### Pin placement

Scale: 2 px per µm. Pins as bars across the die edge, other pins in grey.
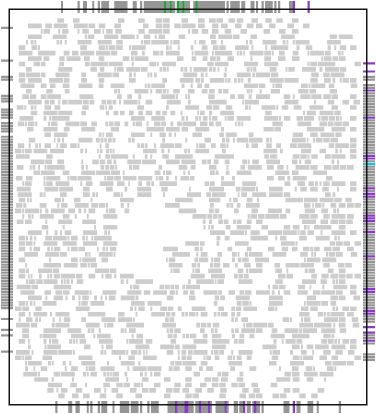
### Met4 routing

Scale: 2 px per µm.
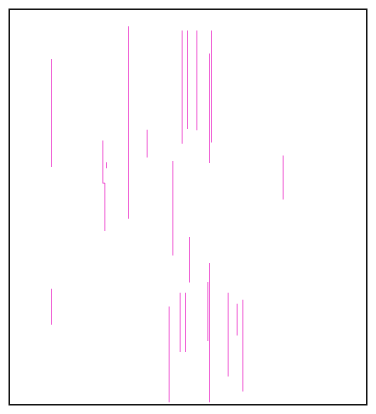
### Gate-type map

Scale: 2 px per µm.
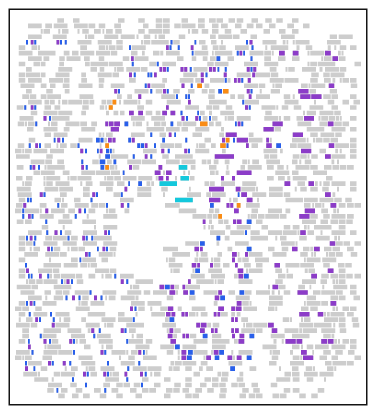
### Clock wiring as the flow saved it

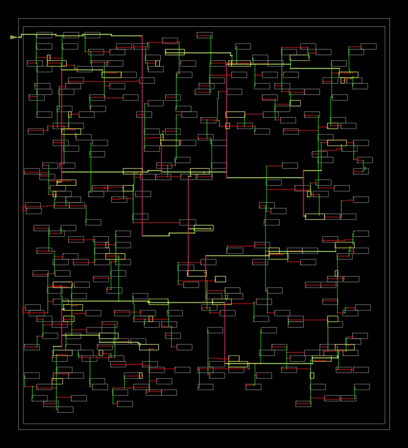
### Wiring by layer

Scale: 1.5 px per µm. Only two layers are drawn.
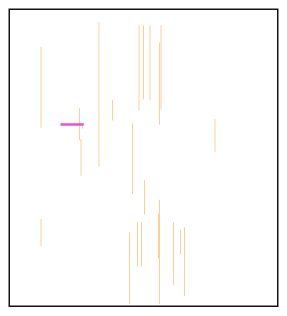
### src/rtl/operand_fetch_pkg.sv
// Shared definitions for the decode/operand-fetch stage and its immediate generator.
//   - RV32I opcode constants used for immediate and destination decode
//   - FSM state encoding of operand_fetch
//   - immediate format classification plus a helper mapping opcode -> format
package operand_fetch_pkg;

  localparam int unsigned INSTR_W = 32;
  localparam int unsigned OPC_W   = 7;

  localparam logic [OPC_W-1:0] OP_IMM = 7'b0010011;
  localparam logic [OPC_W-1:0] LOAD   = 7'b0000011;
  localparam logic [OPC_W-1:0] JALR   = 7'b1100111;
  localparam logic [OPC_W-1:0] STORE  = 7'b0100011;
  localparam logic [OPC_W-1:0] BRANCH = 7'b1100011;
  localparam logic [OPC_W-1:0] LUI    = 7'b0110111;
  localparam logic [OPC_W-1:0] AUIPC  = 7'b0010111;
  localparam logic [OPC_W-1:0] JAL    = 7'b1101111;
  localparam logic [OPC_W-1:0] OP     = 7'b0110011;

  typedef enum logic [1:0] {IDLE, READ, CAPT, VALID} state_t;

  typedef enum logic [2:0] {IMM_NONE, IMM_I, IMM_S, IMM_B, IMM_U, IMM_J} imm_type_t;

  // Immediate format of an opcode; R-type and unknown opcodes carry no immediate.
  function automatic imm_type_t imm_type_of(input logic [OPC_W-1:0] opcode);
    imm_type_t t;
    case (opcode)
      OP_IMM, LOAD, JALR: t = IMM_I;
      STORE:              t = IMM_S;
      BRANCH:             t = IMM_B;
      LUI, AUIPC:         t = IMM_U;
      JAL:                t = IMM_J;
      OP:                 t = IMM_NONE;
      default:            t = IMM_NONE;
    endcase
    return t;
  endfunction

endpackage

### src/rtl/operand_fetch_imm_gen.sv
// Combinational RV32I immediate generator.
// Ports:
//   i_instr  in   32    instruction word
//   o_imm    out  XLEN  sign-extended immediate (0 for formats without one)
module imm_gen
  import operand_fetch_pkg::*;
#(
  parameter int unsigned XLEN = 32
) (
  input  logic [INSTR_W-1:0] i_instr,
  output logic [XLEN-1:0]    o_imm
);

  imm_type_t w_type;
  // funct3 never contributes to an immediate
  logic      w_unused_funct3;

  assign w_type          = imm_type_of(i_instr[6:0]);
  assign w_unused_funct3 = ^i_instr[14:12];

  // Signed sources are cast up to XLEN so the sign bit replicates.
  always_comb begin
    o_imm = '0;
    case (w_type)
      IMM_I: o_imm = XLEN'($signed(i_instr[31:20]));
      IMM_S: o_imm = XLEN'($signed({i_instr[31:25], i_instr[11:7]}));
      IMM_B: o_imm = XLEN'($signed({i_instr[31], i_instr[7], i_instr[30:25],
                                    i_instr[11:8], 1'b0}));
      IMM_U: o_imm = XLEN'($signed({i_instr[31:12], 12'b0}));
      IMM_J: o_imm = XLEN'($signed({i_instr[31], i_instr[19:12], i_instr[20],
                                    i_instr[30:21], 1'b0}));
      default: o_imm = '0;
    endcase
  end

endmodule

### src/rtl/operand_fetch.sv
// Decode/operand-fetch stage in front of a 32x32 synchronous-read register file.
// Accepts one instruction, drives the register file read addresses, captures the
// read data a cycle later with writeback bypass, and holds a decoded bundle for
// execute while snooping writebacks so held operands stay current.
// Ports:
//   clk, rst                         clock, synchronous active-high reset
//   in_valid/in_ready/in_instr/in_pc upstream instruction handshake
//   rf_rr1, rf_rr2                   registered register file read addresses
//   rf_rd1, rf_rd2                   register file read data (one cycle later)
//   wb_wren/wb_wr/wb_wd              writeback port (also writes the register file)
//   out_valid/out_ready              downstream bundle handshake
//   out_pc/out_instr/out_rs1_val/out_rs2_val/out_imm/out_rd  operand bundle
module operand_fetch
  import operand_fetch_pkg::*;
#(
  parameter int unsigned XLEN = 32,
  parameter int unsigned RA_W = 5
) (
  input  logic               clk,
  input  logic               rst,
  input  logic               in_valid,
  output logic               in_ready,
  input  logic [INSTR_W-1:0] in_instr,
  input  logic [XLEN-1:0]    in_pc,
  output logic [RA_W-1:0]    rf_rr1,
  output logic [RA_W-1:0]    rf_rr2,
  input  logic [XLEN-1:0]    rf_rd1,
  input  logic [XLEN-1:0]    rf_rd2,
  input  logic               wb_wren,
  input  logic [RA_W-1:0]    wb_wr,
  input  logic [XLEN-1:0]    wb_wd,
  output logic               out_valid,
  input  logic               out_ready,
  output logic [XLEN-1:0]    out_pc,
  output logic [INSTR_W-1:0] out_instr,
  output logic [XLEN-1:0]    out_rs1_val,
  output logic [XLEN-1:0]    out_rs2_val,
  output logic [XLEN-1:0]    out_imm,
  output logic [RA_W-1:0]    out_rd
);

  state_t             r_state;
  state_t             w_next;
  logic [INSTR_W-1:0] r_instr;
  logic [XLEN-1:0]    r_pc;
  logic               r_pend1;
  logic               r_pend2;
  logic [XLEN-1:0]    r_pval1;
  logic [XLEN-1:0]    r_pval2;

  logic               w_accept;
  logic               w_read;
  logic               w_capt;
  logic               w_snoop;
  logic               w_hit1;
  logic               w_hit2;
  logic [XLEN-1:0]    w_byp1;
  logic [XLEN-1:0]    w_byp2;
  logic [XLEN-1:0]    w_imm;
  logic               w_no_rd;

  imm_gen #(.XLEN(XLEN)) u_imm_gen (
    .i_instr (r_instr),
    .o_imm   (w_imm)
  );

  // rf_rr* hold the source indices from accept until the next accept.
  assign w_hit1 = wb_wren && (wb_wr == rf_rr1);
  assign w_hit2 = wb_wren && (wb_wr == rf_rr2);

  // x0 beats everything, then a same-cycle write, then the write seen during READ.
  assign w_byp1 = (rf_rr1 == '0) ? '0 : w_hit1 ? wb_wd : r_pend1 ? r_pval1 : rf_rd1;
  assign w_byp2 = (rf_rr2 == '0) ? '0 : w_hit2 ? wb_wd : r_pend2 ? r_pval2 : rf_rd2;

  assign w_no_rd   = (imm_type_of(r_instr[6:0]) == IMM_S) ||
                     (imm_type_of(r_instr[6:0]) == IMM_B);
  assign out_valid = (r_state == VALID);

  // State register
  always_ff @(posedge clk) begin
    if (rst) r_state <= IDLE;
    else     r_state <= w_next;
  end

  // Next state and per-state strobes
  always_comb begin
    w_next   = r_state;
    in_ready = 1'b0;
    w_accept = 1'b0;
    w_read   = 1'b0;
    w_capt   = 1'b0;
    w_snoop  = 1'b0;
    case (r_state)
      IDLE: begin
        in_ready = 1'b1;
        if (in_valid) begin
          w_accept = 1'b1;
          w_next   = READ;
        end
      end
      READ: begin
        w_read = 1'b1;
        w_next = CAPT;
      end
      CAPT: begin
        w_capt = 1'b1;
        w_next = VALID;
      end
      VALID: begin
        in_ready = out_ready;
        w_snoop  = 1'b1;
        if (out_ready) begin
          if (in_valid) begin
            w_accept = 1'b1;
            w_next   = READ;
          end else begin
            w_next = IDLE;
          end
        end
      end
      default: w_next = IDLE;
    endcase
  end

  // Datapath registers
  always_ff @(posedge clk) begin
    if (rst) begin
      r_instr     <= '0;
      r_pc        <= '0;
      rf_rr1      <= '0;
      rf_rr2      <= '0;
      r_pend1     <= 1'b0;
      r_pend2     <= 1'b0;
      r_pval1     <= '0;
      r_pval2     <= '0;
      out_pc      <= '0;
      out_instr   <= '0;
      out_rs1_val <= '0;
      out_rs2_val <= '0;
      out_imm     <= '0;
      out_rd      <= '0;
    end else begin
      if (w_accept) begin
        r_instr <= in_instr;
        r_pc    <= in_pc;
        rf_rr1  <= RA_W'(in_instr[19:15]);
        rf_rr2  <= RA_W'(in_instr[24:20]);
      end
      // The register file returns the pre-write value for a write on its sampling edge.
      if (w_read) begin
        r_pend1 <= w_hit1;
        r_pend2 <= w_hit2;
        r_pval1 <= wb_wd;
        r_pval2 <= wb_wd;
      end
      if (w_capt) begin
        out_rs1_val <= w_byp1;
        out_rs2_val <= w_byp2;
        out_imm     <= w_imm;
        out_rd      <= w_no_rd ? '0 : RA_W'(r_instr[11:7]);
        out_pc      <= r_pc;
        out_instr   <= r_instr;
      end else if (w_snoop) begin
        if (w_hit1 && (rf_rr1 != '0)) out_rs1_val <= wb_wd;
        if (w_hit2 && (rf_rr2 != '0)) out_rs2_val <= wb_wd;
      end
    end
  end

endmodule
### config.mk
export PLATFORM = sky130hd
export DESIGN_NAME = operand_fetch
export DESIGN_NICKNAME = d
export VERILOG_FILES = /design/src/rtl/operand_fetch_pkg.sv /design/src/rtl/operand_fetch_imm_gen.sv /design/src/rtl/operand_fetch.sv
export SDC_FILE = /design/constraint.sdc
export NUM_CORES = 1
export LEC_CHECK = 0
export CELL_PAD_IN_SITES_DETAIL_PLACEMENT = 0
export CELL_PAD_IN_SITES_GLOBAL_PLACEMENT = 1
export CORE_AREA = 2 2 176 195
export DETAILED_ROUTE_END_ITERATION = 12
export DIE_AREA = 0 0 178 197
export PLACE_DENSITY_LB_ADDON = 0.1
export RECOVER_POWER = 100
export SLEW_MARGIN = 30
export SYNTH_ARGS = -nofsm -noshare
export SYNTH_HDL_FRONTEND = slang
export SYNTH_SLANG_ARGS = --single-unit
### constraint.sdc
create_clock -name clk -period 2.4 [get_ports clk]
set_clock_uncertainty 0.15 [all_clocks]
set_input_delay 0.48 -clock clk [delete_from_list [all_inputs] [get_ports clk]]
set_output_delay 0.48 -clock clk [all_outputs]
set_load 0.02 [all_outputs]
==> CHANGELOG.md <==
### Metrics

- Setup WS post-layout: 56.5 ps
- # diodes: 0
- Cell count after synthesis: 1,237
- Cell type with the largest total area: dfxtp_1
- P_int: 10,700 µW
- Count of tool warnings: 31
- Ports: 347
- Total power: 17,000 µW
- Placed cell areas: 15,800 µm²
- Core Density at Floorplan: 34.5%
- RSZ-0062 raised after global routing: false
- Status: completed
- Max cap viols: 0
- Gr ovfl total: 0
- Crit path DRT: 1770 ps
- Clock power frac: 25.1%
- Die area: 35,100 µm²
- Comb pwr share: 40.6%
- Share of cells above drive strength 1: 13.5%
- Maximum clock path buffer count: 3
- Crit path time final: 2340 ps
- Die W: 178 µm
- Row cnt: 70
- GR met3 Demand/Resource: 6.02%
- Syn Area/Cell: 9.21 µm²
- Yosys warns: 0
- GRT Total Usage: 21.1%
- Hold buffer count at CTS: 0
- Initial detailed-routing violation count: 481
- HPWL after DPL: 26,900 µm
- Net Sw Power: 6350 µW
- Vias post-DR: 10,300
- Vias in the first global route: 10,200
- CTS tree: yes
- Core Box Area: 33,000 µm²
- Vias per inst: 5.06
- Arr. time, crit path: 1710 ps
- Post-synthesis cell type count: 54
- Worst-Margin Slew: 775 ps
- # Cells Yosys: 1,237
- P_leak: 0.00657 µW
- WL final: 38,500 µm
- Fin. Hold Viols: 0
- # DRC: 0
- Max-slew violation count: 0
- GP Congestion: 0.813
- WL/cell: 18.9 µm
- Final setup viols: 0
- Fin area: 16,600 µm²
- I/O Buffers: 346
- Top cells excl fill/tap: dfxtp_1, clkdlybuf4s50_1, dlygate4sd3_1, nor2_1, nand2_1
- Post-synth area from yosys stat: 11,400 µm²
- Slew HR: 48.3%
- H-tree depth: 1
- Initial antenna violation count: 4
- GR Layer Usage met2: 36.3%
- Pre-CTS setup slack: -268 ps
- GR peak layer: met2
- Sw frac: 37.2%
- Die y size: 197 µm
- Net count after synthesis: 1,411
- Top cells, area: dfxtp_1, mux2i_1, nor2_1
- Largest net degree at the start of global routing: 105
- Met1 Usage GRT: 25.6%
- First-pass DRT Iterations: 5
- CP Launch Type: flip-flop
- Layout Nets: 1,755
- Number of buffers created by CTS: 29
- Post-CTS Setup Bufs: 0
-- 'Pin placement' (at the start) --
Key: purple = out_rs1_val [pins 32, direction output, edge 21 right, 9 bottom, 2 top]; green = out_rd [pins 5, direction output, edge top]; cyan = out_valid [pins 1, direction output, edge right]

-- 'Met4 routing' (at the start) --
The layer holds 2.3% of the routed length. The wires run mostly vertical. The longest straight run is 95.9 µm. 17 nets have wire on it.

-- 'Gate-type map' (at the start) --
Key: cyan = adder and majority cells [cells 4, where centre]; purple = inverting AOI/OAI gates [cells 222, most used a21oi_1, where widely spread]; orange = AND and OR gates [cells 11]; blue = NAND gates [cells 191, most used nand2_1]

-- 'Clock wiring as the flow saved it' (at the start) --
CLK BUF: 46
clock network power: 4270 µW
latest clock arrival within the worst-skew pair: 540 ps

-- 'Wiring by layer' (at the start) --
Key: magenta = metal 5 [wire length 13.8 µm]; orange = metal 4 [wire length 893 µm]

-- power by group through the flow --
stage          clock network (µW)  registers (µW)  logic (µW)
6_report                     4270            5850        6920
5_1_grt                      4580            5960        7490
4_1_cts                      4410            5880        7290
3_5_place_dp                    0            5970        7230
3_3_place_gp                    0            5960        7150
2_1_floorplan                   0            6370        3580
-- cells by family after synthesis --
group	after synthesis	share of synthesized area, %
adders and majority gates	4	0.439
and+or+nand+nor	430	17.3
xor gates and xnor gates	10	0.769
buffers and inverters	115	4.46
muxes	156	14.2
AOI/OAI and AO/OA	257	16.3
DFF	265	46.6
-- synth_stat cells (all sizes together) --
cell type and count:
a22o 19, nand4b 1, and2 1, o22ai 9, nand2b 5, dfxtp 265, or4 2, inv 8
a21o 11, o31ai 21, nand3 8, or3 2, o21a 4, and3 1, a21oi 97, clkinv 1
o21ai 28, nor2b 17, nand3b 21, and4 1, a2111oi 8, xnor2 10, a22oi 5, buf 34
nor2 164, a221oi 43, ha 4, a32oi 1, o211ai 2, o41a 1, nand2 154, o41ai 3
nand4 2, a211oi 2, mux2 43, or2 4, clkbuf 72, a41oi 1, a311oi 2, nor3 47
mux2i 113
-- flip-flops by register name (all words and copies together) (netlist names), 2 cells and up --
register,count
rf_rr1,4
out_pc,32
out_rs1_val,32
out_rs2_val,32
r_pc,32
r_pval2,32
r_instr,24
out_rd,5
r_state,2
out_imm,32
rf_rr2,4
out_instr,32
-- what timing repair did --
action,4_1_cts,5_1_grt
setup endpoints to repair,4,1
gates resized,7,1
pin swaps,0,0
endpoints found under the hold margin,0,0
-- final timing paths --
check / start / to / slack [ps] / cells past startpoint
max: rf_rr2[0] / rf_rr2[0] / 60 / 2
max reg2reg: r_state[0] / out_imm[26] / 130 / 7
min reg2reg: out_imm[3] / out_imm[3] / 300 / 2
min: rst / r_pend1 / 150 / 2
-- stage by stage --
step / instances / hold slack, ps / utilization [%]
finish: 2035 / 146 / 50.4
global placement: 1982 / 289 / 47.9
global route: 2035 / 128 / 50.4
floorplan: 1237 / 286 / -
detailed placement: 1982 / 291 / 47.9
CTS: 2035 / 116 / 50.8
-- worst max-delay path: stages (launching register included) --
cell	delay [ps]
dfxtp_1	350
buf_4	200
clkdlybuf4s50_1	620
-- area by class of cell --
type,instances,area (µm²)
inverter,9,33.8
timing repair buffer,419,4220
tap,432,541
sequential,265,5310
multi-input combinational,857,5630
clock inverter,7,35.0
fill,3109,16400
clock buffer,46,880
-- per-layer routing --
layer	wire length [µm]	part of all wire [%]
met5	13	0.034
met2	18500	48
met1	16100	42
met4	893	2.3
met3	3030	7.9
Power figures rest on the tool's default switching activity, not on a simulated workload.
